run_1/m1.png
Bar = 20 µm. Supply wires on this layer in grey.
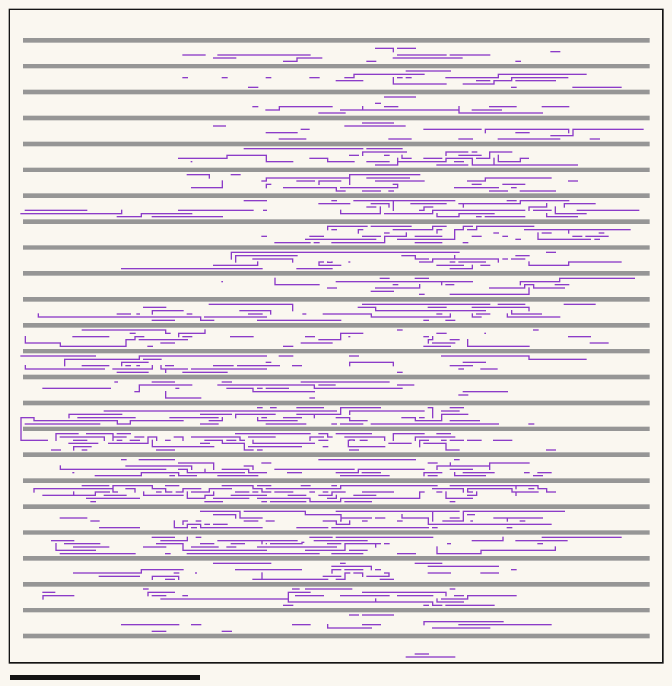
run_1/m2.png
Cells faint in the background.
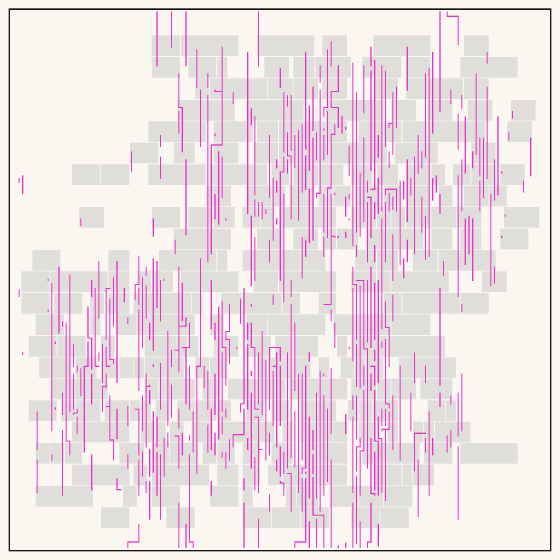
run_1/m3.png
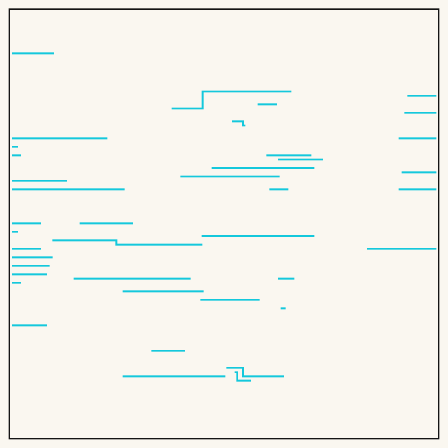
==> src/rtl/mips_pkg.sv <==
// Shared mips32 pipeline definitions: register width, depth, encodings and
// the interlock controller state.
package mips_pkg;

   localparam int          REG_W       = 5;
   localparam int          PIPE_DEPTH  = 5;
   localparam int          LAT_DEFAULT = 4;
   localparam logic [31:0] NOP_INSTR   = 32'h0000_0000;
   localparam logic [5:0]  OP_HLT      = 6'b111111;

   typedef enum logic {
      RUN  = 1'b0,
      HALT = 1'b1
   } state_t;

endpackage

==> src/rtl/reg_busy_cam.sv <==
// Compares one source register against every live entry of the issue
// history; R0 is hardwired and never reported busy.
module reg_busy_cam
   import mips_pkg::*;
#(
   parameter int LAT = LAT_DEFAULT
) (
   input  logic [LAT-1:0]            hist_v,
   input  logic [LAT-1:0][REG_W-1:0] hist_rd,
   input  logic [REG_W-1:0]          addr,
   output logic                      busy
);

   // NOTE: busy gets a default before the loop so no path leaves it
   // unassigned, which would otherwise infer a latch.
   always_comb begin
      busy = 1'b0;
      for (int i = 0; i < LAT; i++) begin
         if (hist_v[i] && (hist_rd[i] == addr))
            busy = 1'b1;
      end
      if (addr == '0)
         busy = 1'b0;
   end

endmodule

==> src/rtl/pipe_interlock.sv <==
// ID-stage hazard interlock: tracks in-flight register writes, stalls IF/ID
// and bubbles EX while a source is pending, kills on flush, latches HLT.
module pipe_interlock
   import mips_pkg::*;
#(
   parameter int LAT  = LAT_DEFAULT,
   parameter int KILL = 2,
   parameter int CW   = 16
) (
   input  logic             clk_x,
   input  logic             rst,
   input  logic             id_valid,
   input  logic [REG_W-1:0] id_rs,
   input  logic [REG_W-1:0] id_rt,
   input  logic             id_uses_rs,
   input  logic             id_uses_rt,
   input  logic             id_wr_en,
   input  logic [REG_W-1:0] id_wr_addr,
   input  logic             id_is_halt,
   input  logic             flush,
   output logic             pc_hold,
   output logic             ex_bubble,
   output logic             halted,
   output logic [CW-1:0]    stall_cnt
);

   state_t                    state, state_nxt;
   logic [LAT-1:0]            hist_v;
   logic [LAT-1:0][REG_W-1:0] hist_rd;
   logic                      rs_busy, rt_busy;
   logic                      hz, issue, kill_en, stall;

   reg_busy_cam #(.LAT(LAT)) u_cam_rs (
      .hist_v  (hist_v),
      .hist_rd (hist_rd),
      .addr    (id_rs),
      .busy    (rs_busy)
   );

   reg_busy_cam #(.LAT(LAT)) u_cam_rt (
      .hist_v  (hist_v),
      .hist_rd (hist_rd),
      .addr    (id_rt),
      .busy    (rt_busy)
   );

   assign hz      = id_valid && ((id_uses_rs && rs_busy) || (id_uses_rt && rt_busy));
   // ID contents are ignored while reset is applied.
   assign issue   = id_valid && !hz && !flush && !rst && (state == RUN);
   assign kill_en = flush && (state == RUN);
   assign stall   = (state == RUN) && hz && !flush;
   assign halted  = (state == HALT);

   always_comb begin
      state_nxt = state;
      pc_hold   = 1'b1;
      ex_bubble = 1'b1;
      case (state)
         RUN: begin
            pc_hold   = hz && !flush;
            ex_bubble = !issue;
            if (issue && id_is_halt)
               state_nxt = HALT;
         end
         default: ;
      endcase
   end

   // NOTE: sequential state uses non-blocking assignments so every register
   // samples pre-edge values, making the history shift order-independent.
   always_ff @(posedge clk_x) begin
      if (rst) begin
         state     <= RUN;
         hist_v    <= '0;
         stall_cnt <= '0;
      end else begin
         state     <= state_nxt;
         hist_v[0] <= issue && id_wr_en && (id_wr_addr != '0);
         for (int i = 1; i < LAT; i++)
            hist_v[i] <= hist_v[i-1] && !(kill_en && ((i - 1) < KILL));
         if (stall && (stall_cnt != '1))
            stall_cnt <= stall_cnt + CW'(1);
      end
   end

   // NOTE: destination fields are left unreset; their valid bits gate them,
   // so resetting the payload would only cost reset fan-out.
   always_ff @(posedge clk_x) begin
      hist_rd[0] <= id_wr_addr;
      for (int i = 1; i < LAT; i++)
         hist_rd[i] <= hist_rd[i-1];
   end

endmodule

==> config.mk <==
export PLATFORM = sky130hd
export DESIGN_NAME = pipe_interlock
export DESIGN_NICKNAME = d
export VERILOG_FILES = /design/src/rtl/mips_pkg.sv /design/src/rtl/reg_busy_cam.sv /design/src/rtl/pipe_interlock.sv
export SDC_FILE = /design/constraint.sdc
export NUM_CORES = 1
export LEC_CHECK = 0
export CAP_MARGIN = 25
export CORE_UTILIZATION = 46
export DETAILED_ROUTE_END_ITERATION = 6
export PLACE_DENSITY = 0.84
export SYNTH_ARGS = -nofsm -noshare
export SYNTH_HDL_FRONTEND = slang
export SYNTH_HIERARCHICAL = 1
export SYNTH_SLANG_ARGS = --single-unit
export TNS_END_PERCENT = 5
==> constraint.sdc <==
create_clock -name clk_x -period 3.88 [get_ports clk_x]
set_clock_uncertainty 0.15 [all_clocks]
set_input_delay 0.776 -clock clk_x [delete_from_list [all_inputs] [get_ports clk_x]]
set_output_delay 0.776 -clock clk_x [all_outputs]
set_load 0.005 [all_outputs]
==> impl_metrics.csv, run 1 <==
group,metric,value,unit
cells_and_area,design_area,0.002546,mm²
cells_and_area,nFlopsAndLatches,41,
synthesis,top_area_cell,"dfxtp_1",
cells_and_area,sh_seq_area,32.24,%
routing,drt_iter0_markers,90,
synthesis,synth.avg_cell_area,9.451,µm²
synthesis,common_cells,"dfxtp_1 (41), xor2_1 (32), nand3_1 (14)",
routing,wl_met2,2.224,mm
power_and_ir_drop,power_density,315.6,mW/mm²
cells_and_area,final_common_cell,"dfxtp_1",
placed_design,post_dp_cell_area,0.002459,mm²
routing,ant_nets,0,
cells_and_area,area_growth,25.31,%
power_and_ir_drop,intPower,0.6091,mW
timing,fmax,0.2642,GHz
flow_run,drv_cap,0,
floorplan,std_cell_rows,23,
cells_and_area,regMostFlops,"hist_rd",
synthesis,synth_seq_share,40.39,%
synthesis,top_area_share,40.39,%
synthesis,synthArstFlopShare,0,%
global_routing,top_usage_layer,"met2",
synthesis,edf_count,0,
timing,holdWs,0.2361,ns
worst_setup_path,crit_start,"id_rs[1]",
timing,setup_violations,0,
cells_and_area,drive_gt1_share,8.462,%
power_and_ir_drop,swShare,24.21,%
clocking,root_buffer,"clkbuf_8",
cells_and_area,reg_top3,"hist_rd (20), stall_cnt (16), hist_v (4)",
floorplan,design.core.area,0.004115,mm²
cells_and_area,clkCellAreaFrac,3.145,%
clocking,tritoncts,"built",
cells_and_area,final_cells,310,
worst_setup_path,crit_path_max_incr_delay,0.49,ns
routing,highest_layer,"met4",
cells_and_area,flop_area,820.8,µm²
worst_setup_path,cp_max_fo,4,
floorplan,die-area,0.004687,mm²
synthesis,adder_share,0.6158,%
worst_setup_path,r2r_setup_slack,0.93,ns
worst_setup_path,reg2regPathDepth,10,
routing,routed_via_density,5.652,
cells_and_area,largest_class,"logic gates",
synthesis,ys_sh_aoi,11.02,%
worst_setup_path,crit_chain,"clkdlybuf4s50_1 -> buf_4 -> xor2_1 -> nor4_2 -> nand3_1 -> nand4_1 -> o21a_1 -> a22oi_2 -> nand3_1 -> clkdlybuf4s50_1",
hold_path,hold_end,"hist_rd[11]",
timing,worst_pin_slew,0.7976,ns
power_and_ir_drop,ir_drop,0.1990,mV
power_and_ir_drop,power,0.8037,mW
power_and_ir_drop,seq_power_share,55.4,%
power_and_ir_drop,leakagePower,0.9319,nW
power_and_ir_drop,p_comb_share,11.1,%
run_status,status,"finished clean",
synthesis,synth.net_count,239,
cells_and_area,comb_share,42.21,%
global_routing,grt_pass1_wl,7.452,mm
cells_and_area,comb_cells,153,
clocking,cts_buffers,5,
synthesis,ys_sh_xor,17.24,%
cells_and_area,buffers,51,
clocking,hold_buffers,0,
worst_setup_path,end_kind,"output pin",
global_routing,grt_max_degree,22,
clocking,cts_num_sinks,41,
synthesis,flop_cell,"dfxtp_1",
worst_setup_path,crit_type,"in2out",
cells_and_area,area.combinational,0.001075,mm²
timing,min_period,3.785,ns
synthesis,synth.ff_latch_count,41,
hold_path,hp-class,"reg2reg",
synthesis,syn_area,0.002032,mm²
synthesis,ys_chip_area,0.002032,mm²
timing,finalMaxSlewViolations,0,
placed_design,io_buffers,41,
-- m1.png (at the start) --
share of all routed wire: 46%
longest straight run: 24.4 µm
nets with wire on the layer: 260
grt met1 use: 28.43%
DRT Wirelength: 4.804 mm
DR vias: 1752

-- m2.png (at the start) --
share of all routed wire: 46%
wire length on this layer: 2220 µm
nets with wire on the layer: 250
M2 GR Usage: 33.09%

-- m3.png (at the start) --
share of all routed wire: 6.7%
longest straight run: 18.4 µm
main direction: horizontal
wire length on this layer: 323 µm
GR Util met3: 7.333%

--- run 2 (diff from run 1) ---
--- a/config.mk
+++ b/config.mk
@@ -5,7 +5,7 @@
 export SDC_FILE = /design/constraint.sdc
 export NUM_CORES = 1
 export LEC_CHECK = 0
-export CAP_MARGIN = 25
+export CAP_MARGIN = 20
 export CORE_UTILIZATION = 46
 export DETAILED_ROUTE_END_ITERATION = 6
 export PLACE_DENSITY = 0.84
run_2/class_map.png
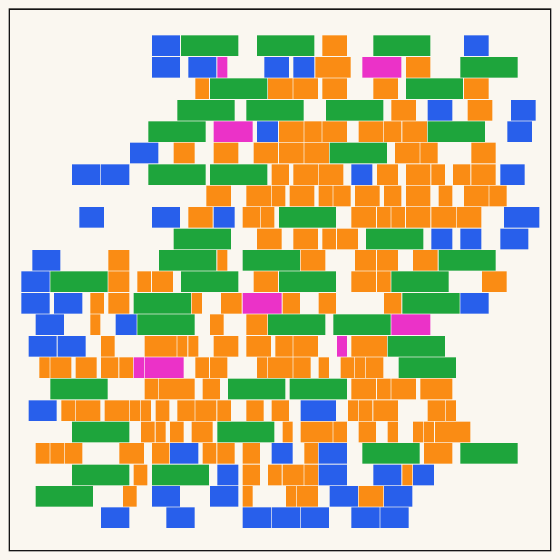
legend:
  remaining buffers and delay cells:
    colour: blue
    cells: 51
  clock drivers and dummy loads:
    colour: magenta
    cells: 8
  remaining logic cells:
    colour: orange
    cells: 160
  sequential cells:
    colour: green
    cells: 41
placement row count: 23
area of the core: 0.004115 mm²
final instance area: 0.002546 mm²
flop share of the area: 32.24%
final core utilization: 61.87%

==> impl_metrics.csv, run 2 <==
group,metric,value,unit
synthesis,ys_chip_area,0.002032,mm²
worst_setup_path,reg2regPathDepth,10,
worst_setup_path,crit_type,"in2out",
synthesis,ys_sh_xor,17.24,%
routing,wl_met2,2.224,mm
clocking,cts_buffers,5,
synthesis,synth_seq_share,40.39,%
cells_and_area,final_cells,310,
cells_and_area,final_common_cell,"dfxtp_1",
floorplan,die-area,0.004687,mm²
power_and_ir_drop,intPower,0.6091,mW
synthesis,synth.avg_cell_area,9.451,µm²
synthesis,edf_count,0,
worst_setup_path,end_kind,"output pin",
clocking,hold_buffers,0,
synthesis,adder_share,0.6158,%
timing,holdWs,0.2361,ns
cells_and_area,comb_cells,153,
cells_and_area,nFlopsAndLatches,41,
synthesis,synth.net_count,239,
synthesis,flop_cell,"dfxtp_1",
synthesis,top_area_cell,"dfxtp_1",
power_and_ir_drop,p_comb_share,11.1,%
routing,highest_layer,"met4",
synthesis,synth.ff_latch_count,41,
worst_setup_path,cp_max_fo,4,
run_status,status,"finished clean",
timing,min_period,3.785,ns
worst_setup_path,crit_chain,"clkdlybuf4s50_1 -> buf_4 -> xor2_1 -> nor4_2 -> nand3_1 -> nand4_1 -> o21a_1 -> a22oi_2 -> nand3_1 -> clkdlybuf4s50_1",
worst_setup_path,r2r_setup_slack,0.93,ns
synthesis,synthArstFlopShare,0,%
power_and_ir_drop,leakagePower,0.9319,nW
cells_and_area,drive_gt1_share,8.462,%
synthesis,syn_area,0.002032,mm²
cells_and_area,area.combinational,0.001075,mm²
global_routing,grtUsageMet3,7.333,%
global_routing,grt_pass1_wl,7.452,mm
hold_path,hp-class,"reg2reg",
routing,vias,1752,
power_and_ir_drop,ir_drop,0.1990,mV
cells_and_area,buffers,51,
timing,fmax,0.2642,GHz
synthesis,ys_sh_aoi,11.02,%
power_and_ir_drop,seq_power_share,55.4,%
routing,wl,4.804,mm
--- run 3 (diff from run 2) ---
--- a/config.mk
+++ b/config.mk
@@ -6,8 +6,10 @@
 export NUM_CORES = 1
 export LEC_CHECK = 0
 export CAP_MARGIN = 20
+export CORE_ASPECT_RATIO = 1.25
 export CORE_UTILIZATION = 46
 export DETAILED_ROUTE_END_ITERATION = 6
+export GPL_ROUTABILITY_DRIVEN = 0
 export PLACE_DENSITY = 0.84
 export SYNTH_ARGS = -nofsm -noshare
 export SYNTH_HDL_FRONTEND = slang
run_3/congestion_map.png
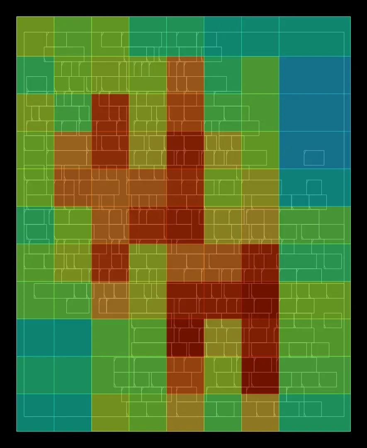
GR Util met3: 4.584%
final core utilization: 62.62%
M2 GR Usage: 36.41%
GRT Resource Usage Total: 20.88%
grt met1 use: 22.38%

==> impl_metrics.csv, run 3 <==
group,metric,value,unit
cells_and_area,inv_count,7,
cells_and_area,drive_gt1_share,11.74,%
worst_setup_path,r2r_setup_slack,0.99,ns
routing,ant_nets,0,
placed_design,post_dp_cell_area,0.002474,mm²
synthesis,flop_cell,"dfxtp_1",
placed_design,io_buffers,41,
power_and_ir_drop,ir_drop,0.2120,mV
routing,wl_met2,2.512,mm
synthesis,edf_count,0,
cells_and_area,comb_cells,153,
cells_and_area,clkCellAreaFrac,3.167,%
synthesis,synth.ff_latch_count,41,
cells_and_area,nonClkBufAreaFrac,19.77,%
routing,drt_iter0_markers,69,
cells_and_area,area_growth,28.33,%
synthesis,ys_chip_area,0.002032,mm²
hold_path,hold_end,"hist_rd[15]",
synthesis,area_leaders,"dfxtp_1 (40%), xor2_1 (14%), buf_6 (4.4%)",
synthesis,common_cells,"dfxtp_1 (41), xor2_1 (32), nand3_1 (14)",
clocking,ctsHtreeMaxLevel,2,
synthesis,synthArstFlopShare,0,%
floorplan,std_cell_rows,26,
cells_and_area,comb_share,41.89,%
timing,setup_violations,0,
clocking,cts_num_sinks,41,
routing,vias,1834,
cells_and_area,area.combinational,0.001092,mm²
cells_and_area,final_common_cell,"dfxtp_1",
cells_and_area,buffers,55,
floorplan,die-area,0.004689,mm²
cells_and_area,flop_area,820.8,µm²
timing,rsz0062_at_grt,"no",
synthesis,top_area_cell,"dfxtp_1",
power_and_ir_drop,leakagePower,0.9542,nW
cells_and_area,design_area,0.002608,mm²
worst_setup_path,reg2regPathDepth,9,
power_and_ir_drop,p_comb_share,11.9,%
worst_setup_path,end_kind,"output pin",
power_and_ir_drop,seq_power_share,55.2,%
cells_and_area,sh_seq_area,31.48,%
worst_setup_path,crit_type,"in2out",
synthesis,adder_share,0.6158,%
clocking,clk_path_buf_depth,2,
run_status,status,"finished clean",
synthesis,ys_sh_aoi,11.02,%
timing,fmax,0.2639,GHz
clocking,cts_buffers,5,
cells_and_area,regMostFlops,"hist_rd",
global_routing,grt_max_degree,22,
power_and_ir_drop,power,0.8055,mW
timing,worst_pin_slew,0.8098,ns
clocking,root_buffer,"clkbuf_8",
clocking,tritoncts,"built",
clocking,hold_buffers,0,
cells_and_area,largest_class,"logic gates",
power_and_ir_drop,power_density,308.9,mW/mm²
flow_run,drv_cap,0,
worst_setup_path,rr_startpoint,"hist_rd[2]",
cells_and_area,reg_top3,"hist_rd (20), stall_cnt (16), hist_v (4)",
power_and_ir_drop,swShare,24.42,%
synthesis,syn_area,0.002032,mm²
timing,finalMaxSlewViolations,0,
routing,highest_layer,"met4",
synthesis,synth_seq_share,40.39,%
global_routing,grt_pass1_wl,7.279,mm
worst_setup_path,crit_chain,"clkdlybuf4s50_1 -> buf_4 -> or4_1 -> o21a_1 -> a22oi_2 -> buf_4 -> o21ai_1 -> dlygate4sd2_1",
cells_and_area,nFlopsAndLatches,41,
worst_setup_path,worst-path-buf-inv,4,
synthesis,ys_sh_xor,17.24,%
routing,routed_via_density,5.731,
synthesis,syn-instance-count,215,
worst_setup_path,crit_start,"id_rs[1]",
floorplan,design.core.area,0.004164,mm²
worst_setup_path,crit_path_max_incr_delay,0.46,ns
global_routing,top_usage_layer,"met2",
worst_setup_path,cp_max_fo,4,
cells_and_area,lay_top_cells,"dfxtp_1 (41), clkdlybuf4s50_1 (32), xor2_1 (32)",
floorplan,fp-utilization,48.80,%
timing,min_period,3.790,ns
synthesis,synth.net_count,239,
timing,holdWs,0.2343,ns
floorplan,n_tap_cell,56,
power_and_ir_drop,intPower,0.6088,mW
Power figures rest on the tool's default switching activity, not on a simulated workload.
